==> run_1/met1.png <==
Drawn at 8 px/µm. Supply wires on this layer in grey.
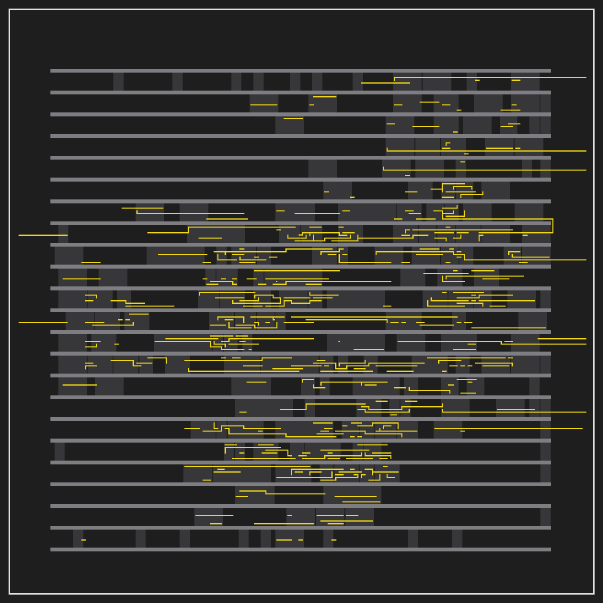
==> run_1/drive_strength.png <==
Drawn at 4 px/µm.
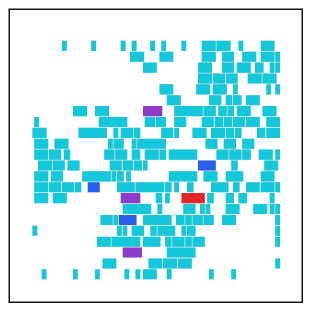
==> run_1/port_nets.png <==
Drawn at 4 px/µm.
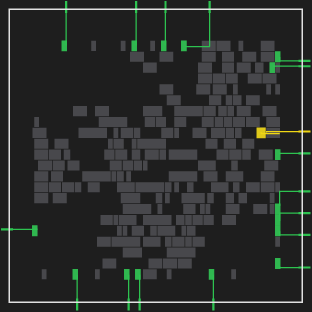
==> run_1/density.png <==
Drawn at 4 px/µm. The die is cut into 7 by 7 equal tiles; dark blue is low, red is high, 0 to 100% covered.
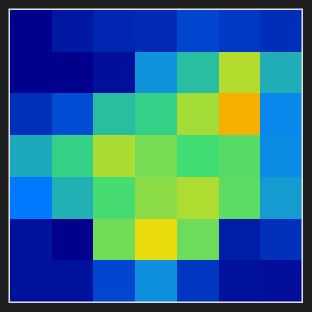
$ cat src/rtl/pipe_ctrl_pkg.sv
// Shared types for the pipeline hazard controller: FSM states, forward selects, register numbers.
// Latency: n/a (types and constants only).
// Backpressure: n/a.
package pipe_ctrl_pkg;

   typedef enum logic [1:0] {
      RUN    = 2'd0,
      DRAIN  = 2'd1,
      HALTED = 2'd2
   } state_t;

   localparam logic [1:0] FWD_REG = 2'b00;
   localparam logic [1:0] FWD_WB  = 2'b01;
   localparam logic [1:0] FWD_MEM = 2'b10;

   typedef logic [2:0] reg_num_t;

endpackage

$ cat src/rtl/pipeline_hazard_ctrl_if.sv
// Bundle between the pipeline datapath (master) and the hazard controller (slave).
// Latency: n/a (wires only).
// Backpressure: none; load enables and flushes are the datapath's stall mechanism.
interface pipeline_hazard_ctrl_if
   import pipe_ctrl_pkg::*;
#(
   parameter int STACK_DEPTH = 8
) ();
   localparam int DW = $clog2(STACK_DEPTH + 1);

   // datapath stage information
   reg_num_t        ID_RegRs;
   reg_num_t        ID_RegRt;
   reg_num_t        EX_RegRs;
   reg_num_t        EX_RegRt;
   reg_num_t        EX_RegRd;
   logic            EX_MemRead;
   logic            EX_change_C_Z;
   logic            zero_out;
   logic            carry_out;
   reg_num_t        MEM_RegRd;
   logic            MEM_RegWrite;
   reg_num_t        WB_RegRd;
   logic            WB_RegWrite;
   logic            id_branch_taken;
   logic            id_push;
   logic            id_pop;
   logic            halt_req;

   // controls back to the datapath
   logic            ldPC;
   logic            ld_IF_ID;
   logic            IF_Flush;
   logic            ID_EX_flush;
   logic [1:0]      ForwardA;
   logic [1:0]      ForwardB;
   logic            sel_carry_forwarding;
   logic            carry_forwarding;
   logic            sel_zero_forwarding;
   logic            zero_forwarding;
   logic            push;
   logic            pop;
   logic [DW-1:0]   stack_depth;
   logic            stack_err;
   logic            halted;
   logic [15:0]     stall_cnt;
   logic [15:0]     flush_cnt;

   modport master (
      output ID_RegRs, ID_RegRt, EX_RegRs, EX_RegRt, EX_RegRd, EX_MemRead,
             EX_change_C_Z, zero_out, carry_out, MEM_RegRd, MEM_RegWrite,
             WB_RegRd, WB_RegWrite, id_branch_taken, id_push, id_pop, halt_req,
      input  ldPC, ld_IF_ID, IF_Flush, ID_EX_flush, ForwardA, ForwardB,
             sel_carry_forwarding, carry_forwarding, sel_zero_forwarding,
             zero_forwarding, push, pop, stack_depth, stack_err, halted,
             stall_cnt, flush_cnt
   );

   modport slave (
      input  ID_RegRs, ID_RegRt, EX_RegRs, EX_RegRt, EX_RegRd, EX_MemRead,
             EX_change_C_Z, zero_out, carry_out, MEM_RegRd, MEM_RegWrite,
             WB_RegRd, WB_RegWrite, id_branch_taken, id_push, id_pop, halt_req,
      output ldPC, ld_IF_ID, IF_Flush, ID_EX_flush, ForwardA, ForwardB,
             sel_carry_forwarding, carry_forwarding, sel_zero_forwarding,
             zero_forwarding, push, pop, stack_depth, stack_err, halted,
             stall_cnt, flush_cnt
   );

endinterface

$ cat src/rtl/fwd_select.sv
// Operand forward select for one EX source register; the younger MEM result beats WB.
// Latency: combinational.
// Backpressure: none.
module fwd_select
   import pipe_ctrl_pkg::*;
(
   input  reg_num_t   ex_reg,
   input  reg_num_t   mem_rd,
   input  logic       mem_wr,
   input  reg_num_t   wb_rd,
   input  logic       wb_wr,
   output logic [1:0] fwd
);

   // priority compare; register 0 is an ordinary register and forwards too
   always_comb begin
      fwd = FWD_REG;
      if (mem_wr && (mem_rd == ex_reg))
         fwd = FWD_MEM;
      else if (wb_wr && (wb_rd == ex_reg))
         fwd = FWD_WB;
   end

endmodule

$ cat src/rtl/pipeline_hazard_ctrl.sv
// Hazard/sequencing controller: forwarding, load-use stall, branch flush, halt/drain FSM, call-stack depth.
// Latency: controls combinational from stage inputs; halted/stack state registered (1 cycle).
// Backpressure: stalls the front end via ldPC/ld_IF_ID; HAZARD_PERF_CNT_EN adds stall/flush counters.
module pipeline_hazard_ctrl
   import pipe_ctrl_pkg::*;
#(
   parameter int STACK_DEPTH  = 8,
   parameter int DRAIN_CYCLES = 3
) (
   input  logic                  clk,
   input  logic                  reset,
   pipeline_hazard_ctrl_if.slave bus
);
   localparam int DW = $clog2(STACK_DEPTH + 1);
   localparam int CW = $clog2(DRAIN_CYCLES + 1);

   state_t        state;
   logic [CW-1:0] drain_cnt;
   logic          halted_q;
   logic [DW-1:0] depth;
   logic          err;
   logic          if_flush_q;   // IF/ID was flushed last edge: ID holds a bubble
   logic          load_use;
   logic          ld_pc, ld_if_id, if_flush, id_ex_flush;
   logic          push, pop;
   logic [1:0]    fwd_a, fwd_b;

   fwd_select u_fwd_a (
      .ex_reg (bus.EX_RegRs),
      .mem_rd (bus.MEM_RegRd),
      .mem_wr (bus.MEM_RegWrite),
      .wb_rd  (bus.WB_RegRd),
      .wb_wr  (bus.WB_RegWrite),
      .fwd    (fwd_a)
   );

   fwd_select u_fwd_b (
      .ex_reg (bus.EX_RegRt),
      .mem_rd (bus.MEM_RegRd),
      .mem_wr (bus.MEM_RegWrite),
      .wb_rd  (bus.WB_RegRd),
      .wb_wr  (bus.WB_RegWrite),
      .fwd    (fwd_b)
   );

   assign load_use = bus.EX_MemRead &&
                     ((bus.EX_RegRd == bus.ID_RegRs) || (bus.EX_RegRd == bus.ID_RegRt));

   // front-end controls: reset > freeze (DRAIN/HALTED) > load-use bubble > taken branch
   always_comb begin
      ld_pc       = 1'b1;
      ld_if_id    = 1'b1;
      if_flush    = 1'b0;
      id_ex_flush = 1'b0;
      if (reset) begin
         if_flush    = 1'b1;
         id_ex_flush = 1'b1;
      end else if (state != RUN || load_use) begin
         ld_pc       = 1'b0;
         ld_if_id    = 1'b0;
         id_ex_flush = 1'b1;
      end else if (bus.id_branch_taken) begin
         if_flush    = 1'b1;
      end
   end

   // a held, stalled or flushed ID instruction must not touch the stack
   assign push = ~reset & bus.id_push & ld_if_id & ~if_flush_q;
   assign pop  = ~reset & bus.id_pop  & ld_if_id & ~if_flush_q;

   // halt/drain sequencing; halted is registered alongside the state
   always_ff @(posedge clk) begin
      if (reset) begin
         state     <= RUN;
         drain_cnt <= '0;
         halted_q  <= 1'b0;
      end else begin
         case (state)
            RUN: begin
               if (bus.halt_req) begin
                  state     <= DRAIN;
                  drain_cnt <= '0;
               end
            end
            DRAIN: begin
               if (!bus.halt_req) begin
                  state <= RUN;
               end else if (drain_cnt == CW'(DRAIN_CYCLES - 1)) begin
                  state    <= HALTED;
                  halted_q <= 1'b1;
               end else begin
                  drain_cnt <= drain_cnt + CW'(1);
               end
            end
            HALTED: begin
               if (!bus.halt_req) begin
                  state    <= RUN;
                  halted_q <= 1'b0;
               end
            end
            default: begin
               state    <= RUN;
               halted_q <= 1'b0;
            end
         endcase
      end
   end

   // call-stack depth tracking with saturation and a sticky error flag
   always_ff @(posedge clk) begin
      if (reset) begin
         depth      <= '0;
         err        <= 1'b0;
         if_flush_q <= 1'b1;
      end else begin
         if_flush_q <= if_flush;
         if (push && !pop) begin
            if (depth == DW'(STACK_DEPTH)) err   <= 1'b1;
            else                           depth <= depth + DW'(1);
         end else if (pop && !push) begin
            if (depth == '0) err   <= 1'b1;
            else             depth <= depth - DW'(1);
         end
      end
   end

`ifdef HAZARD_PERF_CNT_EN
   logic [15:0] stall_q, flush_q;

   // saturating stall and flush event counters
   always_ff @(posedge clk) begin
      if (reset) begin
         stall_q <= '0;
         flush_q <= '0;
      end else begin
         if (((state == RUN && load_use) || state == DRAIN) && stall_q != 16'hFFFF)
            stall_q <= stall_q + 16'd1;
         if (if_flush && flush_q != 16'hFFFF)
            flush_q <= flush_q + 16'd1;
      end
   end

   assign bus.stall_cnt = stall_q;
   assign bus.flush_cnt = flush_q;
`else
   assign bus.stall_cnt = 16'd0;
   assign bus.flush_cnt = 16'd0;
`endif

   assign bus.ldPC                 = ld_pc;
   assign bus.ld_IF_ID             = ld_if_id;
   assign bus.IF_Flush             = if_flush;
   assign bus.ID_EX_flush          = id_ex_flush;
   assign bus.ForwardA             = reset ? FWD_REG : fwd_a;
   assign bus.ForwardB             = reset ? FWD_REG : fwd_b;
   assign bus.sel_carry_forwarding = bus.EX_change_C_Z;
   assign bus.carry_forwarding     = bus.EX_change_C_Z & bus.carry_out;
   assign bus.sel_zero_forwarding  = bus.EX_change_C_Z;
   assign bus.zero_forwarding      = bus.EX_change_C_Z & bus.zero_out;
   assign bus.push                 = push;
   assign bus.pop                  = pop;
   assign bus.stack_depth          = depth;
   assign bus.stack_err            = err;
   assign bus.halted               = halted_q;

endmodule

$ cat src/flat_wrapper.sv
// flat-port wrapper written by rule: the top's interface ports become plain ports
module pipeline_hazard_ctrl_flat import pipe_ctrl_pkg::*;
#(
   parameter int STACK_DEPTH  = 8,
   parameter int DRAIN_CYCLES = 3
)
  (clk, reset, bus_ID_RegRs, bus_ID_RegRt, bus_EX_RegRs, bus_EX_RegRt, bus_EX_RegRd, bus_EX_MemRead, bus_EX_change_C_Z, bus_zero_out, bus_carry_out, bus_MEM_RegRd, bus_MEM_RegWrite, bus_WB_RegRd, bus_WB_RegWrite, bus_id_branch_taken, bus_id_push, bus_id_pop, bus_halt_req, bus_ldPC, bus_ld_IF_ID, bus_IF_Flush, bus_ID_EX_flush, bus_ForwardA, bus_ForwardB, bus_sel_carry_forwarding, bus_carry_forwarding, bus_sel_zero_forwarding, bus_zero_forwarding, bus_push, bus_pop, bus_stack_depth, bus_stack_err, bus_halted, bus_stall_cnt, bus_flush_cnt);
  pipeline_hazard_ctrl_if #(.STACK_DEPTH(STACK_DEPTH)) bus_i ();
  input  logic clk;
  input  logic reset;
  input wire logic [$bits(bus_i.ID_RegRs)-1:0] bus_ID_RegRs;
  input wire logic [$bits(bus_i.ID_RegRt)-1:0] bus_ID_RegRt;
  input wire logic [$bits(bus_i.EX_RegRs)-1:0] bus_EX_RegRs;
  input wire logic [$bits(bus_i.EX_RegRt)-1:0] bus_EX_RegRt;
  input wire logic [$bits(bus_i.EX_RegRd)-1:0] bus_EX_RegRd;
  input wire logic [$bits(bus_i.EX_MemRead)-1:0] bus_EX_MemRead;
  input wire logic [$bits(bus_i.EX_change_C_Z)-1:0] bus_EX_change_C_Z;
  input wire logic [$bits(bus_i.zero_out)-1:0] bus_zero_out;
  input wire logic [$bits(bus_i.carry_out)-1:0] bus_carry_out;
  input wire logic [$bits(bus_i.MEM_RegRd)-1:0] bus_MEM_RegRd;
  input wire logic [$bits(bus_i.MEM_RegWrite)-1:0] bus_MEM_RegWrite;
  input wire logic [$bits(bus_i.WB_RegRd)-1:0] bus_WB_RegRd;
  input wire logic [$bits(bus_i.WB_RegWrite)-1:0] bus_WB_RegWrite;
  input wire logic [$bits(bus_i.id_branch_taken)-1:0] bus_id_branch_taken;
  input wire logic [$bits(bus_i.id_push)-1:0] bus_id_push;
  input wire logic [$bits(bus_i.id_pop)-1:0] bus_id_pop;
  input wire logic [$bits(bus_i.halt_req)-1:0] bus_halt_req;
  output wire logic [$bits(bus_i.ldPC)-1:0] bus_ldPC;
  output wire logic [$bits(bus_i.ld_IF_ID)-1:0] bus_ld_IF_ID;
  output wire logic [$bits(bus_i.IF_Flush)-1:0] bus_IF_Flush;
  output wire logic [$bits(bus_i.ID_EX_flush)-1:0] bus_ID_EX_flush;
  output wire logic [$bits(bus_i.ForwardA)-1:0] bus_ForwardA;
  output wire logic [$bits(bus_i.ForwardB)-1:0] bus_ForwardB;
  output wire logic [$bits(bus_i.sel_carry_forwarding)-1:0] bus_sel_carry_forwarding;
  output wire logic [$bits(bus_i.carry_forwarding)-1:0] bus_carry_forwarding;
  output wire logic [$bits(bus_i.sel_zero_forwarding)-1:0] bus_sel_zero_forwarding;
  output wire logic [$bits(bus_i.zero_forwarding)-1:0] bus_zero_forwarding;
  output wire logic [$bits(bus_i.push)-1:0] bus_push;
  output wire logic [$bits(bus_i.pop)-1:0] bus_pop;
  output wire logic [$bits(bus_i.stack_depth)-1:0] bus_stack_depth;
  output wire logic [$bits(bus_i.stack_err)-1:0] bus_stack_err;
  output wire logic [$bits(bus_i.halted)-1:0] bus_halted;
  output wire logic [$bits(bus_i.stall_cnt)-1:0] bus_stall_cnt;
  output wire logic [$bits(bus_i.flush_cnt)-1:0] bus_flush_cnt;
  assign bus_i.ID_RegRs = bus_ID_RegRs;
  assign bus_i.ID_RegRt = bus_ID_RegRt;
  assign bus_i.EX_RegRs = bus_EX_RegRs;
  assign bus_i.EX_RegRt = bus_EX_RegRt;
  assign bus_i.EX_RegRd = bus_EX_RegRd;
  assign bus_i.EX_MemRead = bus_EX_MemRead;
  assign bus_i.EX_change_C_Z = bus_EX_change_C_Z;
  assign bus_i.zero_out = bus_zero_out;
  assign bus_i.carry_out = bus_carry_out;
  assign bus_i.MEM_RegRd = bus_MEM_RegRd;
  assign bus_i.MEM_RegWrite = bus_MEM_RegWrite;
  assign bus_i.WB_RegRd = bus_WB_RegRd;
  assign bus_i.WB_RegWrite = bus_WB_RegWrite;
  assign bus_i.id_branch_taken = bus_id_branch_taken;
  assign bus_i.id_push = bus_id_push;
  assign bus_i.id_pop = bus_id_pop;
  assign bus_i.halt_req = bus_halt_req;
  assign bus_ldPC = bus_i.ldPC;
  assign bus_ld_IF_ID = bus_i.ld_IF_ID;
  assign bus_IF_Flush = bus_i.IF_Flush;
  assign bus_ID_EX_flush = bus_i.ID_EX_flush;
  assign bus_ForwardA = bus_i.ForwardA;
  assign bus_ForwardB = bus_i.ForwardB;
  assign bus_sel_carry_forwarding = bus_i.sel_carry_forwarding;
  assign bus_carry_forwarding = bus_i.carry_forwarding;
  assign bus_sel_zero_forwarding = bus_i.sel_zero_forwarding;
  assign bus_zero_forwarding = bus_i.zero_forwarding;
  assign bus_push = bus_i.push;
  assign bus_pop = bus_i.pop;
  assign bus_stack_depth = bus_i.stack_depth;
  assign bus_stack_err = bus_i.stack_err;
  assign bus_halted = bus_i.halted;
  assign bus_stall_cnt = bus_i.stall_cnt;
  assign bus_flush_cnt = bus_i.flush_cnt;
  pipeline_hazard_ctrl #(.STACK_DEPTH(STACK_DEPTH), .DRAIN_CYCLES(DRAIN_CYCLES)) u_core (.clk(clk), .reset(reset), .bus(bus_i));
endmodule
$ cat config.mk
export PLATFORM = sky130hd
export DESIGN_NAME = pipeline_hazard_ctrl_flat
export DESIGN_NICKNAME = d
export VERILOG_FILES = /design/src/rtl/pipe_ctrl_pkg.sv /design/src/rtl/pipeline_hazard_ctrl_if.sv /design/src/rtl/fwd_select.sv /design/src/rtl/pipeline_hazard_ctrl.sv /design/src/flat_wrapper.sv
export SDC_FILE = /design/constraint.sdc
export NUM_CORES = 1
export LEC_CHECK = 0
export CAP_MARGIN = 20
export CORE_MARGIN = 5
export CORE_UTILIZATION = 30
export CTS_CLUSTER_SIZE = 24
export DETAILED_ROUTE_END_ITERATION = 8
export PLACE_DENSITY = 0.71
export SYNTH_ARGS = -nofsm -noshare
export SYNTH_HDL_FRONTEND = slang
export SYNTH_SLANG_ARGS = --single-unit
$ cat constraint.sdc
create_clock -name clk -period 6.6 [get_ports clk]
set_input_delay 1.32 -clock clk [delete_from_list [all_inputs] [get_ports clk]]
set_output_delay 1.32 -clock clk [all_outputs]
set_load 0.005 [all_outputs]
==> ci_impl_report.md, run 1 <==
### Metrics collected by this job

| Metric | Value |
|---|---|
| First-pass GRT wire length | `4190 µm` |
| Fin crit share | `69.3%` |
| Delay of the slowest critical-path stage | `0.75 ns` |
| NumNets Final | `234` |
| Hold Buf Count CTS | `0` |
| Post-Layout Cell Count | `242` |
| Die area | `0.00531 mm²` |
| Netlist cell types | `38` |
| AO/OA Area Share | `13.5%` |
| Vias in the first global route | `891` |
| CP startpoint kind | `input port` |
| Top cells excl fill/tap | `clkdlybuf4s50_1 (52), conb_1 (32), xnor2_1 (12), dfxtp_1 (11)` |
| Status | `completed` |
| Logic area | `796 µm²` |
| Die Span X | `72.9 µm` |
| FMAX | `0.219 GHz` |
| CTS buffer count | `3` |
| Worst Max-Slew Pin Slew | `0.665 ns` |
| Post-Syn Area | `0.00119 mm²` |
| Final Wtd Congestion | `0.797` |
| Max_cap viols | `0` |
| XOR/XNOR share of the synthesized area | `15.5%` |
| Yosys simple share | `20.1%` |
| Post-synth seq share | `18.6%` |
| Reg area | `220 µm²` |
| Via count | `1057` |
| Root Driver | `clkbuf_8` |
| DRT iter0 DRCs | `16` |
| Die Ht | `72.9 µm` |
| Final Cell Area | `0.00165 mm²` |
| Dominant logic cell type in the layout | `clkdlybuf4s50_1` |
| EDFF count, synth | `0` |
| Area delta synth->final | `39.3%` |
| Initial antenna violation count | `0` |
| Post-Synthesis Cells | `145` |
| Initial core utilization | `31.7%` |
| Leakage Power | `0.000646 µW` |
| Gr ovfl total | `0` |
| Layout cells sized above 1 | `3.61%` |
| CTS resizes | `0` |
| Total wire length | `2830 µm` |
| Yosys cell count | `145` |
| Core area | `0.00374 mm²` |
| DR WL/cell | `11.7 µm` |
| Top-count cell post-synth | `buf_4` |
| Post-synth top cells | `buf_4 (35), xnor2_1 (12), dfxtp_1 (11), nor2_1 (9), xor2_1 (9)` |
| Maximum number of pins on one net before global-route repair | `20` |
| Fin crit period | `4.57 ns` |
| Crit Path Max Fanout | `19` |
| Top cells by area | `buf_4 (22%), dfxtp_1 (19%), xnor2_1 (8.9%), xor2_1 (6.6%), ha_1 (5.3%)` |
| Worst Path Class, Setup | `in -> out` |
| Total track usage | `10.2%` |
| Log Warnings | `27` |
| Critical Path End Type | `output port` |
| Max H-tree Level | `1` |
| Power density over the cells | `124 mW/mm²` |
| Synth mux share | `0.844%` |
| Number of synthesized register bits | `11` |
| Final hold vios | `0` |
| CTS tree | `built` |
| CP Data Required Time | `5.28 ns` |
| Ys flop type | `dfxtp_1` |
| Setup skew after layout | `0.00114 ns` |
| Hold Crit Class | `reg -> reg` |
| RSZ-0062 raised after global routing | `false` |
| Post-CTS setup buffer count | `0` |
| Clock buffer depth | `2` |
| Final setup viols | `0` |
| Slew Limit Fails | `0` |
| Via density | `4.37` |
| ANT cells | `0` |
| Detail Route Antenna Nets | `0` |
| Overall power | `205 µW` |
| Adder Area Share | `6.96%` |
| Rows | `22` |
| CP dominant cell by count | `clkdlybuf4s50_1` |
| Worst-path clk slew | `0.05 ns` |
| Setup_tns | `0 ns` |
| Slew HR | `55.5%` |
| Mean Syn Cell Area | `8.18 µm²` |
| DRC errors left | `0` |
| DP Cell Count | `238` |
| DP HPWL | `2440 µm` |
| Worst VDD drop | `51.6 µV` |
| Critical Path AT | `3.25 ns` |
| FFs w/ async S/R, synth | `0%` |
| Area reported by Yosys stat | `0.00119 mm²` |
| Top-area cell share | `22.2%` |
| Critical-path cell list | `clkdlybuf4s50_1 > nor4_2 > and3_1 > clkdlybuf4s50_1` |
| DR pass1 iterations | `2` |
| Worst path slowest cell | `clkdlybuf4s50_1` |
| Main logic family | `buffers and inverters` |
| Yosys top cell by area | `buf_4` |
| Fillers | `390` |
## Picture notes: met1.png
173 nets have wire on it. The layer carries 1170 µm of wire. The wires run mostly horizontal. The layer holds 41% of the routed length. The longest straight run is 25.3 µm.

## Picture notes: drive_strength.png
Key: drive 1 or less = cyan [cells 187]; drive 2 = blue [cells 3]; drive 6 and up = purple [cells 3]; drive 3 to 4 = red [cells 1]

## Picture notes: port_nets.png
Key: bus_flush_cnt = green [direction output, edge 7 east, 4 north, 4 south, 1 west, end cells 16, buffers 0, wire 114 µm]; bus_zero_out = yellow [direction input, edge east, end cells 1, buffers 1, wire 13.2 µm]
Ports: 85
Buffers on Ports: 52

## Picture notes: density.png
8.2% of the tiles are nearly empty. The emptiest ninth of the die: north-west. The mean over all tiles is 30%. The densest ninth of the die: centre. The fullest tile reaches 80%.

[run 1: state kept, by name, indices dropped and copies added (netlist names)]
signal,count
u_core.bus.halted,1
u_core.bus.stack_depth,4
u_core.bus.stack_err,1
u_core.drain_cnt,2
u_core.if_flush_q,1
u_core.state,2
[run 1: metal layers]
| metal | up-vias | global-route usage (%) | part of all wire (%) |
|---|---|---|---|
| met3 | 4 | 2.75 | 12 |
| met4 | 0 | 4.92 | 1.0 |
| met5 | - | 0 | 0 |
| li1 | 530 | - | - |
| met1 | 467 | 12.5 | 41 |
| met2 | 56 | 16.2 | 45 |
[run 1: critical path: cells and delay by family]
family / cells / cell delay, ns
buf+inv: 2 / 1.26
simple gates: 2 / 0.67
[run 1: cell type report]
cell class                      count  area share [%]
Clock buffer                        4            2.73
Inverter                            3           0.681
Multi-Input combinational cell    124            48.1
Sequential cell                    11            13.3
Tap cell                           48            3.63
Timing Repair Buffer               52            31.5
[run 1: worst paths after layout]
check | startpoint | endpoint | slack [ns] | depth (start not counted)
setup / recovery | reset | bus_push | 2.03 | 4
hold / removal | u_core.bus.stack_err | u_core.bus.stack_err | 0.49 | 2
setup reg to reg | u_core.state[0] | u_core.bus.stack_depth[3] | 3.97 | 9
hold reg to reg | u_core.bus.stack_err | u_core.bus.stack_err | 0.49 | 2
[run 1: where the power goes]
part / switching [µW] / total, µW / internal [µW]
combinational: 28.4 / 66.9 / 38.5
clock: 25.0 / 67.3 / 42.4
sequential: 2.24 / 70.7 / 68.5
total: 55.6 / 205 / 149
[run 1: metrics by stage]
step           utilization (%)  setup slack (ns)  hold WS (ns)
2_1_floorplan                -              3.15         0.460
3_5_place_dp              42.9              2.02         0.486
3_3_place_gp              42.9              2.09         0.483
5_1_grt                   44.2              1.85         0.537
6_report                  44.2              2.03         0.491
4_1_cts                   44.2              2.01         0.501
==> run_1/final_placement.png <==
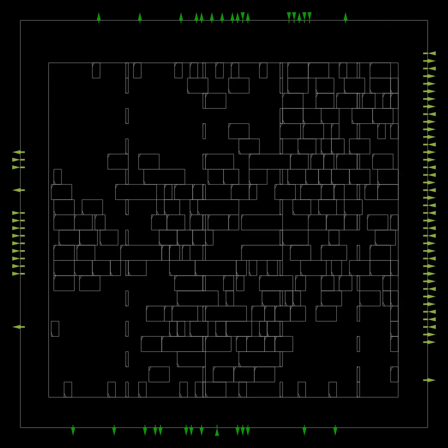

==> run 2, diff against run 1 <==
Clock period 6.6 ns to 4.5 ns, I/O delays scaled along.
==> run_2/final_placement.png <==
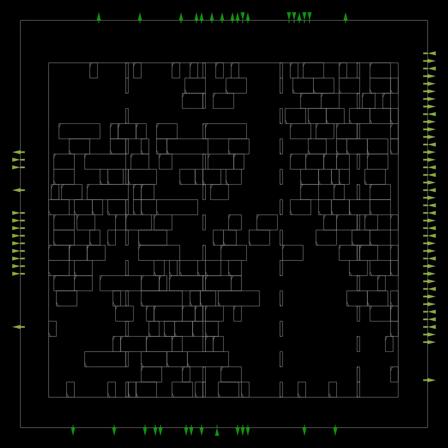
Seq Cell Count: 11
Post-Layout Cell Count: 243
core area: 0.00374 mm²

==> run 2 against run 1 <==
Routed wire length rose by 3.5%. Die area did not move. Final cell count rose by 0.41%. First-iteration DRC count fell by 6.3%. Non-clock buffer count rose by 1. Via count rose by 3.2%. Critical path type unchanged. Largest power group unchanged.
==> ci_impl_report.md, run 2 <==
### Metrics collected by this job

| Metric | Value |
|---|---|
| Mean Syn Cell Area | `8.18 µm²` |
| Critical-path cell list | `clkdlybuf4s50_1 > xor2_1 > nor3_1 > o21ai_2 > and3_1 > clkdlybuf4s50_1` |
| Largest register FFs | `4` |
| Post-Syn Area | `0.00119 mm²` |
| Final hold vios | `0` |
| Critical Path AT | `2.71 ns` |
| DRT iter0 DRCs | `15` |
| Max H-tree Level | `1` |
| Hold Crit Class | `reg -> reg` |
| Delay of the slowest critical-path stage | `0.52 ns` |
| Fin crit period | `3.61 ns` |
| Log Warnings | `27` |
| Wire length on met3 | `320 µm` |
| First-pass GRT wire length | `4250 µm` |
| DR WL/cell | `12.1 µm` |
| FFs w/ async S/R, synth | `0%` |
| EDFF count, synth | `0` |
| CTS buffer count | `3` |
| Clock buffer depth | `2` |
| Yosys top cell by area | `buf_4` |
| Detail Route Antenna Nets | `0` |
| Number of synthesized register bits | `11` |
| Mi-comb count | `124` |
| Via density | `4.49` |
| Met1 Usage GRT | `11.4%` |
| Worst-path clk slew | `0.05 ns` |
| Met3 layer usage reported by global route | `2.62%` |
| Clock buf/inv share | `2.71%` |
| Rows | `22` |
| FMAX | `0.277 GHz` |
| Clk Latency, worst-skew pair | `0.24 ns` |
| Post-Synthesis Cells | `145` |
| Slew Limit Fails | `0` |
| M1 wire length | `1160 µm` |
| Power density over the cells | `184 mW/mm²` |
| Via count | `1091` |
| Clock buffers | `4` |
| Plain + repair buffers | `53` |
| Worst hold stages | `2` |
| Hold_ws | `0.475 ns` |
| Vias in the first global route | `973` |
| Leakage Power | `0.000651 µW` |
| Ys flop type | `dfxtp_1` |
| Synthesis Warnings | `0` |
| Layout cells sized above 1 | `4.10%` |
| Root Driver | `clkbuf_8` |
| Max-area cell class | `logic gates` |
| Area reported by Yosys stat | `0.00119 mm²` |
| Worst reg2reg startpoint | `u_core.state[0]` |
| CTS tree | `built` |
| Comb area share | `47.9%` |
| DR pass1 iterations | `4` |
| CTS resizes | `0` |
| Worst Path Class, Setup | `in -> out` |
| Endpoint with the worst hold slack | `u_core.bus.stack_err` |
| Final setup viols | `0` |
| DRC errors left | `0` |
| Yosys cell count | `145` |
| NumNets Final | `235` |
| Inverters | `3` |
| Ports | `85` |
| CP Data Required Time | `3.60 ns` |
| Post-synth top cells | `buf_4 (35), xnor2_1 (12), dfxtp_1 (11), nor2_1 (9), xor2_1 (9)` |
| Overall power | `305 µW` |
| Netlist cell types | `38` |
| Top cells excl fill/tap | `clkdlybuf4s50_1 (52), conb_1 (32), xnor2_1 (12), dfxtp_1 (11)` |
| Initial antenna violation count | `0` |
| Logic area | `796 µm²` |
| ANT cells | `0` |
| Post-CTS setup buffer count | `0` |
| Fin crit share | `80.2%` |
| Hold Buf Count CTS | `0` |
| Maximum number of pins on one net before global-route repair | `18` |
| Total wire length | `2930 µm` |
| Gr ovfl total | `0` |
| Setup skew after layout | `0.00528 ns` |
| Reg2reg path depth | `9` |
| Die area | `0.00531 mm²` |
| Worst VDD drop | `137 µV` |
| CP dominant cell by count | `clkdlybuf4s50_1` |
| Crit Path Max Fanout | `8` |
| Critical Path End Type | `output port` |
| Final Wtd Congestion | `0.848` |
| Top cells by area | `buf_4 (22%), dfxtp_1 (19%), xnor2_1 (8.9%), xor2_1 (6.6%), ha_1 (5.3%)` |
| Met2 routed WL | `1430 µm` |
| Post-synth seq share | `18.6%` |
| Setup_tns | `0 ns` |
| NonClk Buf Share | `31.8%` |
| Die Span X | `72.9 µm` |
| Dominant logic cell type in the layout | `clkdlybuf4s50_1` |
| Top Layer Used | `met4` |
| Top-count cell post-synth | `buf_4` |
| Worst path slowest cell | `clkdlybuf4s50_1` |
| Hold path startpoint | `u_core.bus.stack_err` |
| Clock sink total | `11` |
| GR peak layer | `met2` |
| Die Ht | `72.9 µm` |
| Well Taps | `48` |
| Worst path bufs/invs | `2` |
| DP HPWL | `2500 µm` |
| FF-to-FF setup slack | `1.84 ns` |
| CP top delay family | `buffers and inverters` |
| GR Util met2 | `17.5%` |
| Initial core utilization | `31.7%` |
| Top-area cell share | `22.2%` |
| RR Endpoint | `u_core.bus.stack_depth[3]` |
| Reg area | `220 µm²` |
| Fillers | `377` |
| RSZ-0062 raised after global routing | `false` |
| CP startpoint kind | `input port` |
| Fraction of area in registers | `13.3%` |
| Total track usage | `9.99%` |
| Buffers on Ports | `52` |
| Status | `completed` |
| Max_cap viols | `0` |
==> run_2/drive_strength.png <==
Drawn at 4 px/µm.
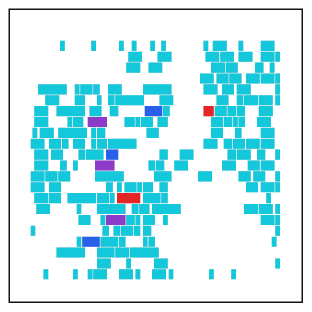
Key: drive 3 to 4 = red [cells 2]; drive 1 or less = cyan [cells 187]; drive 2 = blue [cells 3]; drive 6 and up = purple [cells 3]
area delta synth->final: 40.0%
final worst setup slack: 0.889 ns
Final Cell Area: 0.00166 mm²

## run 2: cell counts after synthesis
Identical to the previous run, type by type.
## run 2: worst min-delay path: stages, from the launching register on
cell and delay, ns:
dfxtp_1 0.33, a21oi_1 0.04, nor2_1 0.07
## run 2: logic make-up (layout without fill, tap and decap cells)
family                   count (synthesis)  count (layout)  share of synthesized area (%)
AND-OR/OR-AND                           21              21                           13.5
adder cells (fa/ha/maj)                  6               6                           6.96
other                                    1              32                          0.316
flip-flops                              11              11                           18.6
AND/OR/NAND/NOR                         43              43                           20.1
buffers and inverters                   41              60                           24.2
XOR/XNOR                                21              21                           15.5
multiplexers                             1               1                          0.844
## run 2: worst max-delay path by stage
stage               slack, ns                        end            start  cells past startpoint
floorplan                1.49  u_core.bus.stack_depth[3]  bus_ID_RegRs[1]                     11
global placement         0.87  u_core.bus.stack_depth[3]  bus_EX_RegRd[2]                     12
detailed placement       0.71  u_core.bus.stack_depth[3]  bus_EX_RegRd[2]                     12
CTS                      0.86                   bus_push  bus_EX_RegRd[2]                      6
global route             0.72  u_core.bus.stack_depth[3]  bus_EX_RegRd[2]                     12
finish                   0.89                   bus_push  bus_EX_RegRd[2]                      6
## run 2: power breakdown
group          internal, µW  switching (µW)  total (µW)
registers               100            3.18         103
clock network          62.4            39.3         102
logic                  57.1            42.7        99.8
total                   220            85.2         305
## run 2: stage by stage
| stage | area (µm²) | std cells | worst slack [ns] | util, % |
|---|---|---|---|---|
| 4_1_cts | 1660 | 243 | 0.863 | 44.4 |
| 5_1_grt | 1660 | 243 | 0.715 | 44.4 |
| 2_1_floorplan | 1300 | 176 | 1.49 | - |
| 3_3_place_gp | 1620 | 239 | 0.868 | 43.1 |
| 6_report | 1660 | 243 | 0.889 | 44.4 |
| 3_5_place_dp | 1620 | 239 | 0.712 | 43.1 |
==> run_2/port_nets.png <==
Drawn at 4 px/µm.
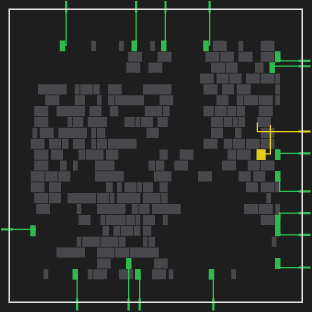

==> run 3, diff against run 2 <==
Settings changed: PLACE_DENSITY 0.71 to 0.74.
Clock period 4.5 ns to 3 ns, I/O delays scaled along.
==> run_3/port_nets.png <==
Drawn at 4 px/µm.
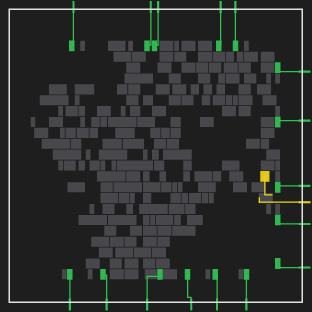
Key: bus_flush_cnt = green [direction output, edge 6 south, 5 north, 5 east, end cells 16, buffers 0, wire 112 µm]; bus_zero_out = yellow [direction input, edge east, end cells 1, buffers 1, wire 17.7 µm]

==> run 3 against run 2 <==
First-iteration DRC count down 20%. Utilization up 3.0 points. Final area up 6.9%. Final cell count up 2.9%. Setup slack worse by 0.69 ns. Combinational power up 58%. Critical path depth up 1. Routed wire length about the same. Synthesized cell count unchanged. Clock power up 44%. Worst hold slack better by 0.017 ns. Power up 51%.
==> ci_impl_report.md, run 3 <==
### Metrics collected by this job

| Metric | Value |
|---|---|
| Post-Syn Area | `0.00119 mm²` |
| Final hold vios | `0` |
| Slew Limit Fails | `0` |
| DRC errors left | `0` |
| Netlist cell types | `38` |
| Buffers on Ports | `52` |
| Total wire length | `2930 µm` |
| CTS buffer count | `3` |
| Setup skew after layout | `0.00464 ns` |
| Fin crit share | `93.5%` |
| Gr ovfl total | `0` |
| Post-synth top cells | `buf_4 (35), xnor2_1 (12), dfxtp_1 (11), nor2_1 (9), xor2_1 (9)` |
| Top cells by area | `buf_4 (22%), dfxtp_1 (19%), xnor2_1 (8.9%), xor2_1 (6.6%), ha_1 (5.3%)` |
| Crit path depth | `7` |
| Crit Path Max Fanout | `6` |
| Worst reg2reg startpoint | `u_core.state[0]` |
| Total track usage | `9.80%` |
| Via count | `1048` |
| Clk Latency, worst-skew pair | `0.23 ns` |
| Largest register FFs | `4` |
| Top-count cell post-synth | `buf_4` |
| Fillers | `368` |
| Die Span X | `72.9 µm` |
| Final Wtd Congestion | `0.752` |
| FFs w/ async S/R, synth | `0%` |
| Pre-CTS WS | `-0.171 ns` |
| NumNets Final | `242` |
| Setup_tns | `0 ns` |
| DP HPWL | `2540 µm` |
| EDFF count, synth | `0` |
| Power density over the cells | `260 mW/mm²` |
| CP dominant cell by count | `clkdlybuf4s50_1` |
| Final setup viols | `0` |
| Delay of the slowest critical-path stage | `0.51 ns` |
| Initial antenna violation count | `0` |
| Top cells excl fill/tap | `clkdlybuf4s50_1 (44), conb_1 (32), xnor2_1 (12), dfxtp_1 (11)` |
| Reg2reg path depth | `10` |
| Yosys cell count | `145` |
| Maximum number of pins on one net before global-route repair | `19` |
| Max H-tree Level | `1` |
| Ports | `85` |
| Final worst setup slack | `0.195 ns` |
| First-pass GRT wire length | `4280 µm` |
| Status | `completed` |
| Worst hold stages | `2` |
| Leakage Power | `0.000762 µW` |
| Critical Path Start | `bus_ID_RegRs[1]` |
| Initial core utilization | `31.7%` |
| Overall power | `461 µW` |
| Vias in the first global route | `968` |
| Worst Path Class, Setup | `in -> out` |
| Fin crit period | `2.80 ns` |
| CP Data Required Time | `2.40 ns` |
| Post-Synthesis Cells | `145` |
| Clock buffer depth | `2` |
| Area delta synth->final | `49.6%` |
| Post-synth seq share | `18.6%` |
| Dpl cell area | `0.00167 mm²` |
| Hold path startpoint | `u_core.bus.halted` |
| Hold Crit Class | `reg -> reg` |
| Synthesis Warnings | `0` |
| Number of synthesized register bits | `11` |
| CTS tree | `built` |
| Die Ht | `72.9 µm` |
| Critical Path AT | `2.20 ns` |
| DR pass1 iterations | `4` |
| Log Warnings | `27` |
| Hold Buf Count CTS | `0` |
| Core area | `0.00374 mm²` |
| CP startpoint kind | `input port` |
| Dominant logic cell type in the layout | `clkdlybuf4s50_1` |
| Ys flop type | `dfxtp_1` |
| Worst path bufs/invs | `3` |
| Layout cells sized above 1 | `10.4%` |
| Critical Path End Type | `output port` |
| Mean Syn Cell Area | `8.18 µm²` |
| DR WL/cell | `11.7 µm` |
| Rows | `22` |
| Clock sink total | `11` |
| Area reported by Yosys stat | `0.00119 mm²` |
| Max_cap viols | `0` |
| DRT iter0 DRCs | `12` |
| FMAX | `0.357 GHz` |
| Final Cell Area | `0.00177 mm²` |
| Via density | `4.19` |
| Root Driver | `clkbuf_8` |
| CP top delay family | `buffers and inverters` |
| Worst path slowest cell | `clkdlybuf4s50_1` |
| Final core occ | `47.4%` |
| Critical-path cell list | `clkdlybuf4s50_1 > xor2_1 > nor3_2 > o21ai_2 > buf_6 > nand3b_1 > clkdlybuf4s50_1` |
| Worst-path clk slew | `0.05 ns` |
| Detail Route Antenna Nets | `0` |
| Top-area cell share | `22.2%` |
| Die area | `0.00531 mm²` |
| ANT cells | `0` |
| Worst VDD drop | `222 µV` |
| Yosys top cell by area | `buf_4` |
==> run_3/drive_strength.png <==
Drawn at 4 px/µm.
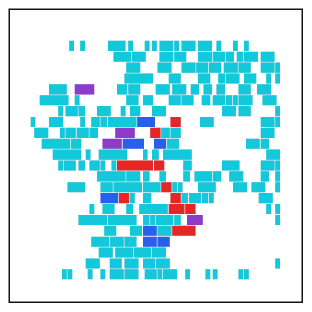
Key: drive 1 or less = cyan [cells 181]; drive 3 to 4 = red [cells 10]; drive 6 and up = purple [cells 4]; drive 2 = blue [cells 7]

[run 3: per-stage QoR]
step,hold WS (ns),instances
final,0.492,250
after global routing,0.561,250
after CTS,0.500,250
after detailed placement,0.483,246
after global placement,0.479,246
after floorplan,0.460,176
[run 3: where the power goes]
group	total (µW)	switching [µW]	leakage (µW)	internal (µW)
logic	158	66.8	0.000650	91.5
clock network	147	53.9	0.0000228	93.2
registers	156	5.06	0.0000894	150
[run 3: cell families after synthesis]
logic type	Yosys count	synth area share (%)
DFF	11	18.6
AOI/OAI and AO/OA	21	13.5
xor gates and xnor gates	21	15.5
adders and majority gates	6	6.96
buffers and inverters	41	24.2
muxes	1	0.844
and+or+nand+nor	43	20.1
other	1	0.316
[run 3: path summary, 6_finish.rpt]
kind                                     to  slack [ns]
hold reg to reg           u_core.bus.halted        0.49
hold / removal            u_core.bus.halted        0.49
setup / recovery            bus_ID_EX_flush        0.20
setup reg to reg  u_core.bus.stack_depth[3]        0.68
[run 3: layout make-up]
cell class / count / area [µm²] / area share (%)
sequential: 11 / 220 / 12.4
tap: 48 / 60.1 / 3.39
inverter: 3 / 11.3 / 0.635
timing repair buffer: 60 / 604 / 34.1
clock buffer: 4 / 45.0 / 2.54
multi-input combinational: 124 / 833 / 47.0
[run 3: repair_timing]
| item | CTS | global route |
|---|---|---|
| endpoints found under the setup margin | 0 | 7 |
| setup buffers | 0 | 0 |
| gates resized | 0 | 16 |
[run 3: tightest hold or removal path: stages, from the launching register on]
cell,delay (ns)
dfxtp_1,0.32
a32oi_1,0.06
nor2_1,0.08
[run 3: routing by layer]
layer / wire length, µm / track usage (%) / vias to the layer above
met1: 1130 / 11.9 / 458
met4: 0 / 1.23 / 0
met3: 279 / 2.48 / 0
met2: 1520 / 17.7 / 40
li1: - / - / 550
met5: 0 / 0 / -
Power is estimated from default activity; no workload was simulated.
